File: src/rtl/cos_rom_pkg.sv
// Shared constants and the one-period sampled cosine table for the TX mapper ROMs.
// sym_word() maps a symbol value onto the +cos or -cos version of a table word.
package cos_rom_pkg;

   localparam int ROM_ADDR_W = 4;
   localparam int ROM_DEPTH  = 16;
   localparam int ROM_DATA_W = 16;

   // round(32767*cos(2*pi*k/16)); the peak is 32767 so the negated table never hits 16'h8000
   localparam logic signed [ROM_DATA_W-1:0] COS_TABLE [ROM_DEPTH] = '{
      16'sh7FFF, 16'sh7641, 16'sh5A82, 16'sh30FB,
      16'sh0000, 16'shCF05, 16'shA57E, 16'sh89BF,
      16'sh8001, 16'sh89BF, 16'shA57E, 16'shCF05,
      16'sh0000, 16'sh30FB, 16'sh5A82, 16'sh7641
   };

   function automatic logic signed [ROM_DATA_W-1:0] sym_word(
      input logic                  sym,
      input logic [ROM_ADDR_W-1:0] k
   );
      logic signed [ROM_DATA_W-1:0] word;
      word = COS_TABLE[k];
      return sym ? word : -word;
   endfunction

endpackage

File: src/rtl/cos_symbol_rom.sv
// Registered 16x16 cosine waveform ROM, one instance per BPSK symbol value.
// SYMBOL=1 holds +cos, SYMBOL=0 holds -cos; one clock of read latency.
module cos_symbol_rom
   import cos_rom_pkg::*;
#(
   parameter int SYMBOL = 1,
   parameter int ADDR_W = 4,
   parameter int DATA_W = 16
) (
   input  logic              clka,
   input  logic              reset,
   input  logic              ena,
   input  logic [ADDR_W-1:0] addra,
   output logic [DATA_W-1:0] douta
);

   if (SYMBOL != 0 && SYMBOL != 1) begin : g_bad_symbol
      $error("cos_symbol_rom: SYMBOL must be 0 or 1");
   end
   if (ADDR_W != ROM_ADDR_W || DATA_W != ROM_DATA_W) begin : g_bad_width
      $error("cos_symbol_rom: table is fixed at 16 words of 16 bits");
   end

   localparam logic SYM_BIT = (SYMBOL == 1);

   // Reset clears the word at once and drops any read that was in flight
   always_ff @(posedge clka or negedge reset) begin
      if (!reset) begin
         douta <= '0;
      end else if (ena) begin
         douta <= sym_word(SYM_BIT, addra);
      end
   end

endmodule

File: config.mk
export PLATFORM = sky130hd
export DESIGN_NAME = cos_symbol_rom
export DESIGN_NICKNAME = d
export VERILOG_FILES = /design/src/rtl/cos_rom_pkg.sv /design/src/rtl/cos_symbol_rom.sv
export SDC_FILE = /design/constraint.sdc
export NUM_CORES = 1
export LEC_CHECK = 0
export ABC_CLOCK_PERIOD_IN_PS = 1080
export CAP_MARGIN = 10
export CORE_ASPECT_RATIO = 1.25
export CORE_UTILIZATION = 40
export CTS_CLUSTER_SIZE = 14
export DETAILED_ROUTE_END_ITERATION = 10
export PLACE_DENSITY_LB_ADDON = 0.3
export RECOVER_POWER = 50
export SYNTH_ARGS = -nofsm -noshare
export SYNTH_HDL_FRONTEND = slang
export SYNTH_SLANG_ARGS = --single-unit
File: constraint.sdc
create_clock -name clka -period 1.08 [get_ports clka]
set_input_delay 0.108 -clock clka [delete_from_list [all_inputs] [get_ports clka]]
set_output_delay 0.108 -clock clka [all_outputs]
set_load 0.02 [all_outputs]
Run 1, placement by cell class:
(8 px per um)
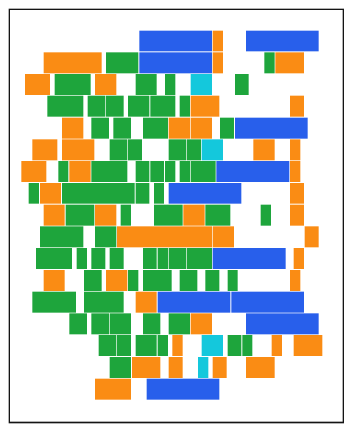
legend:
  other buffers and delay cells:
    color: orange
    cells: 41
  clock drivers and dummy loads:
    color: cyan
    cells: 4
  all other logic:
    color: green
    cells: 66
  flip-flops:
    color: blue
    cells: 11

Run 1, track usage over the die:
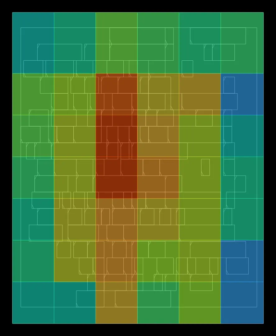
Most Crowded Layer GR: met2
routing usage on met3: 0.0106
Tot GR Track Use: 0.182
met2 track utilization from global routing: 0.307
GRT met1 Usage: 0.209

Run 1, zoomed window:
Window x 8 to 33, y 3 to 28 um. Cells in gray, sequential cells in the stronger gray; small squares are vias.
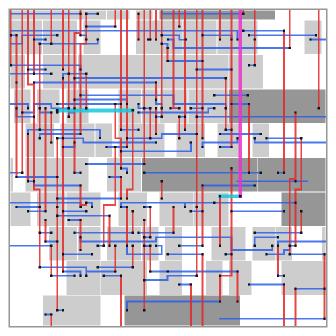
legend:
  met4:
    color: magenta
  met3:
    color: cyan
  met2:
    color: red
  met1:
    color: blue
most frequent: buf_4 (6), nor2_1 (5), dfrtp_1 (4)
netlist names of flops here include: douta (4)
cells with their middle in the window: 51
sequential cells in the window: 4

Run 1, logic cells by family:
(6 px per um)
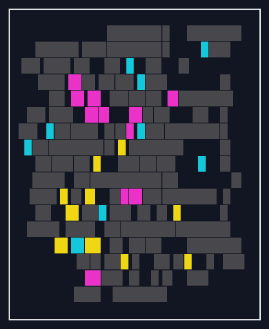
legend:
  NAND gates:
    color: magenta
    cells: 11
  inverters:
    color: cyan
    cells: 9
  NOR gates:
    color: yellow
    cells: 10

==> notes.md, run 1 <==
yosys + openroad results -> status complete, no violations, DP Cell Count around 130, Final Core Density 0.616, iteration tally of the first detailed-router pass 4, post-synthesis mux area share 0.0256, Synth flops 11, # hold bufs at CTS 0, inverters 9, Core Region 1810 um2, I/O pins 23, critical path buffer and inverter count 1, register area ~280 um2, RSZ-0062 raised after global routing false, Post-synth ARST share 1.00, initial antenna violation count 0, CP Max Fanout 2, number of global-route vias before repair between 700 and 800, final hold vios 0, remaining antenna violation count 0, Non-clock buffer share 0.292, CP Cell Sequence clkdlybuf4s15_1, Die Span Y between 50 and 60 um, via/cell ratio 5.26, ys flop type dfrtp_1, sequential cell area share 0.247, Fill cells 162, Synth Area in XOR/XNOR 0, Setup Viol. Count Final 0, Met2 Wirelength 951 um, Leak approximately 0.53 nW
==> run 1: power breakdown <==
part / internal [mW] / total (mW) / switching (mW)
combinational: 0.200 / 0.453 / 0.252
clock: 0.143 / 0.279 / 0.136
sequential: 0.461 / 0.493 / 0.0312
total: 0.805 / 1.22 / 0.420
==> run 1: timing repair <==
| item | 4_1_cts | 5_1_grt |
|---|---|---|
| cloned | 1 | 0 |
| buffers inserted | 0 | 2 |
| setup endpoints to repair | 26 | 18 |
| pin swaps | 1 | 1 |
| gates resized | 38 | 21 |
==> run 1: layout by cell type (no fill, tap or decap), types with 2 or more instances in the layout <==
cell / n
nand2_1: 2
a21oi_1: 4
ha_2: 2
clkbuf_4: 3
nor2b_1: 2
inv_2: 2
nor2_1: 6
nand3_1: 2
dfrtp_1: 11
clkbuf_2: 6
o21ai_0: 5
inv_1: 6
o211ai_1: 3
o221ai_1: 3
ha_1: 4
dlygate4sd2_1: 3
a31oi_1: 2
nand2b_1: 6
clkdlybuf4s15_1: 3
buf_4: 15
clkbuf_1: 9
==> run 1: worst paths after layout <==
kind                            startpoint   endpoint  slack [ps]  cells after the start
worst max-delay path             douta[10]  douta[10]          40                      1
worst min register to register    douta[1]   douta[1]         490                      1
worst min-delay path              addra[3]   douta[2]         300                      4
worst max register to register    douta[9]   douta[9]         210                      3
max in group asynchronous            reset   douta[1]         360                      2
min in group asynchronous            reset   douta[7]         340                      2
==> run 1: synthesized netlist by cell type (all sizes together), types with 3 or more instances <==
cell and instances:
a21oi 4, o21ai 6, inv 9, o221ai 3, ha 7, nor2 6
dfrtp 11, o211ai 3, buf 9, nand2b 6
Run 1, pin map:
(10 px per um) Pins as bars across the die edge, other pins in gray.
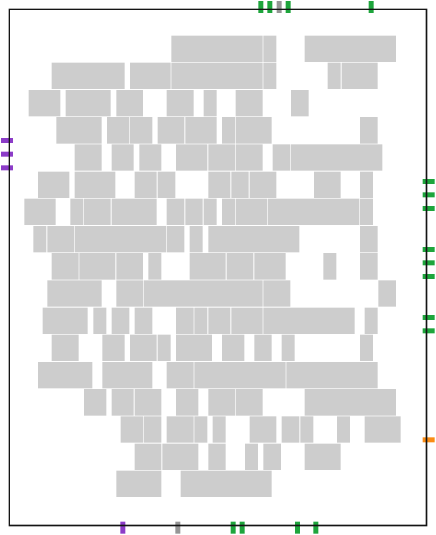

## Run 2: what changed since run 1
--- a/config.mk
+++ b/config.mk
@@ -8,7 +8,7 @@
 export ABC_CLOCK_PERIOD_IN_PS = 1080
 export CAP_MARGIN = 10
 export CORE_ASPECT_RATIO = 1.25
-export CORE_UTILIZATION = 40
+export CORE_UTILIZATION = 44
 export CTS_CLUSTER_SIZE = 14
 export DETAILED_ROUTE_END_ITERATION = 10
 export PLACE_DENSITY_LB_ADDON = 0.3
Run 2, pin map:
(10 px per um) Pins as bars across the die edge, other pins in gray.
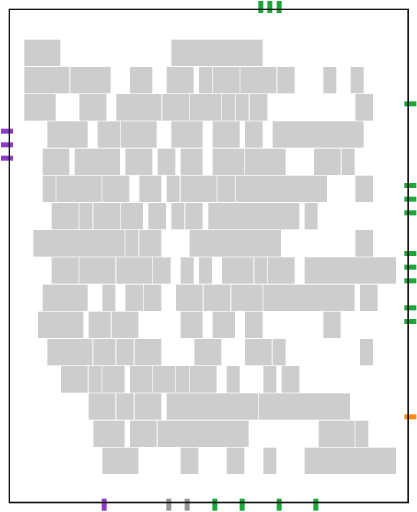
legend:
  addra:
    color: purple
    pins: 4
    direction: input
    edge: 3 west, 1 south
  douta:
    color: green
    pins: 16
    direction: output
    edge: 9 east, 4 south, 3 north
  reset:
    color: orange
    pins: 1
    direction: input
    edge: east
all pins by edge: 10 east, 7 south, 3 west, 3 north

==> notes.md, run 2 <==
yosys + openroad results -> status complete, no violations, DP Cell Count 133 (-0.75%), ys flop type dfrtp_1, sequential share of power 0.414 (+0.012), Clk pwr share 0.232 (+0.004), Hold Path Origin addra[2], reg2reg start douta[9], met2 track utilization from global routing 0.322 (+0.0151), most numerous logic cell after layout buf_4, routing usage on met3 0.0137 (+0.00310), # hold bufs at CTS 0 (unchanged), critical path buffer and inverter count 1 (unchanged), Die Span Y 49.2 um (-4.5%), number of global-route vias before repair 661 (-8.1%), Leak 0.504 nW (-4.7%), Met2 Wirelength 896 um (-5.8%), Sw Ratio 0.345 (+0.00216), initial antenna violation count 0 (unchanged), Sw Pwr 0.411 mW (-2.1%), register area 275 um2 (unchanged), Post-synth ARST share 1.00 (unchanged), Most Crowded Layer GR met2, final hold vios 0 (unchanged), Synth flops 11 (unchanged), most frequent cells after synthesis 11 x dfrtp_1, 8 x inv_1, 7 x ha_1, Top Layout Cells 13 x buf_4, 11 x dfrtp_1, 8 x clkbuf_1
Run 2, placement by cell class:
(8 px per um)
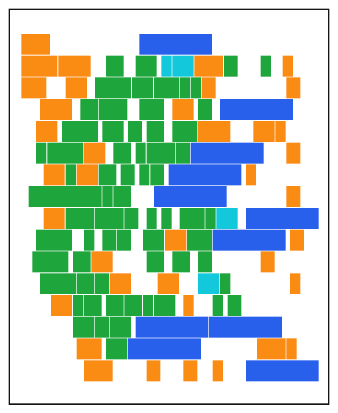
legend:
  other buffers and delay cells:
    color: orange
    cells: 38
  all other logic:
    color: green
    cells: 66
  clock drivers and dummy loads:
    color: cyan
    cells: 4
  flip-flops:
    color: blue
    cells: 11

## run 2: cell counts after synthesis
No cell type changed its count.
## run 2: logic make-up after synthesis
logic type / synth area share
compound gates: 0.206
simple gates: 0.169
buf+inv: 0.136
flops: 0.351
fa+ha+maj: 0.112
mux: 0.0256
## run 2: power groups by stage
stage,Sequential [mW],Clock (mW),Combinational [mW]
after floorplan,0.561,0,0.207
final,0.493,0.277,0.421
after CTS,0.495,0.286,0.464
after global placement,0.498,0,0.481
after detailed placement,0.503,0,0.492
after global routing,0.500,0.308,0.457
## run 2: metrics by stage
| step | TNS [ps] | util |
|---|---|---|
| finish | 0 | 0.643 |
| floorplan | 0 | - |
| detailed placement | -4720 | 0.664 |
| CTS | -0.255 | 0.691 |
| global route | 0 | 0.643 |
| global placement | -4110 | 0.664 |
## run 2: timing repair
action,in CTS,in global routing
setup endpoints to repair,26,22
gates resized,42,20
hold endpoints to repair,0,0
gates cloned,0,0
buffers inserted,0,0
## run 2: final cells by class
class | count | share of cell area
Clock buffer | 4 | 0.0252
Inverter | 9 | 0.0348
Sequential cell | 11 | 0.264
Multi-Input combinational cell | 57 | 0.397
Timing Repair Buffer | 38 | 0.257
Tap cell | 18 | 0.0216
## run 2: path summary, 6_finish.rpt
check	end	slack, ps	cells after the start
max in group asynchronous	douta[10]	370	2
hold reg to reg	douta[12]	500	1
min in group asynchronous	douta[15]	340	2
hold / removal	douta[2]	330	4
setup reg to reg	douta[9]	220	3
setup / recovery	douta[10]	40	1
## run 2: worst min-delay path, delay by kind of cell
family | cells | cell delay [ps]
simple gates | 1 | 110
buf+inv | 2 | 260
compound gates | 1 | 70
Power and IR drop assume default switching activity.
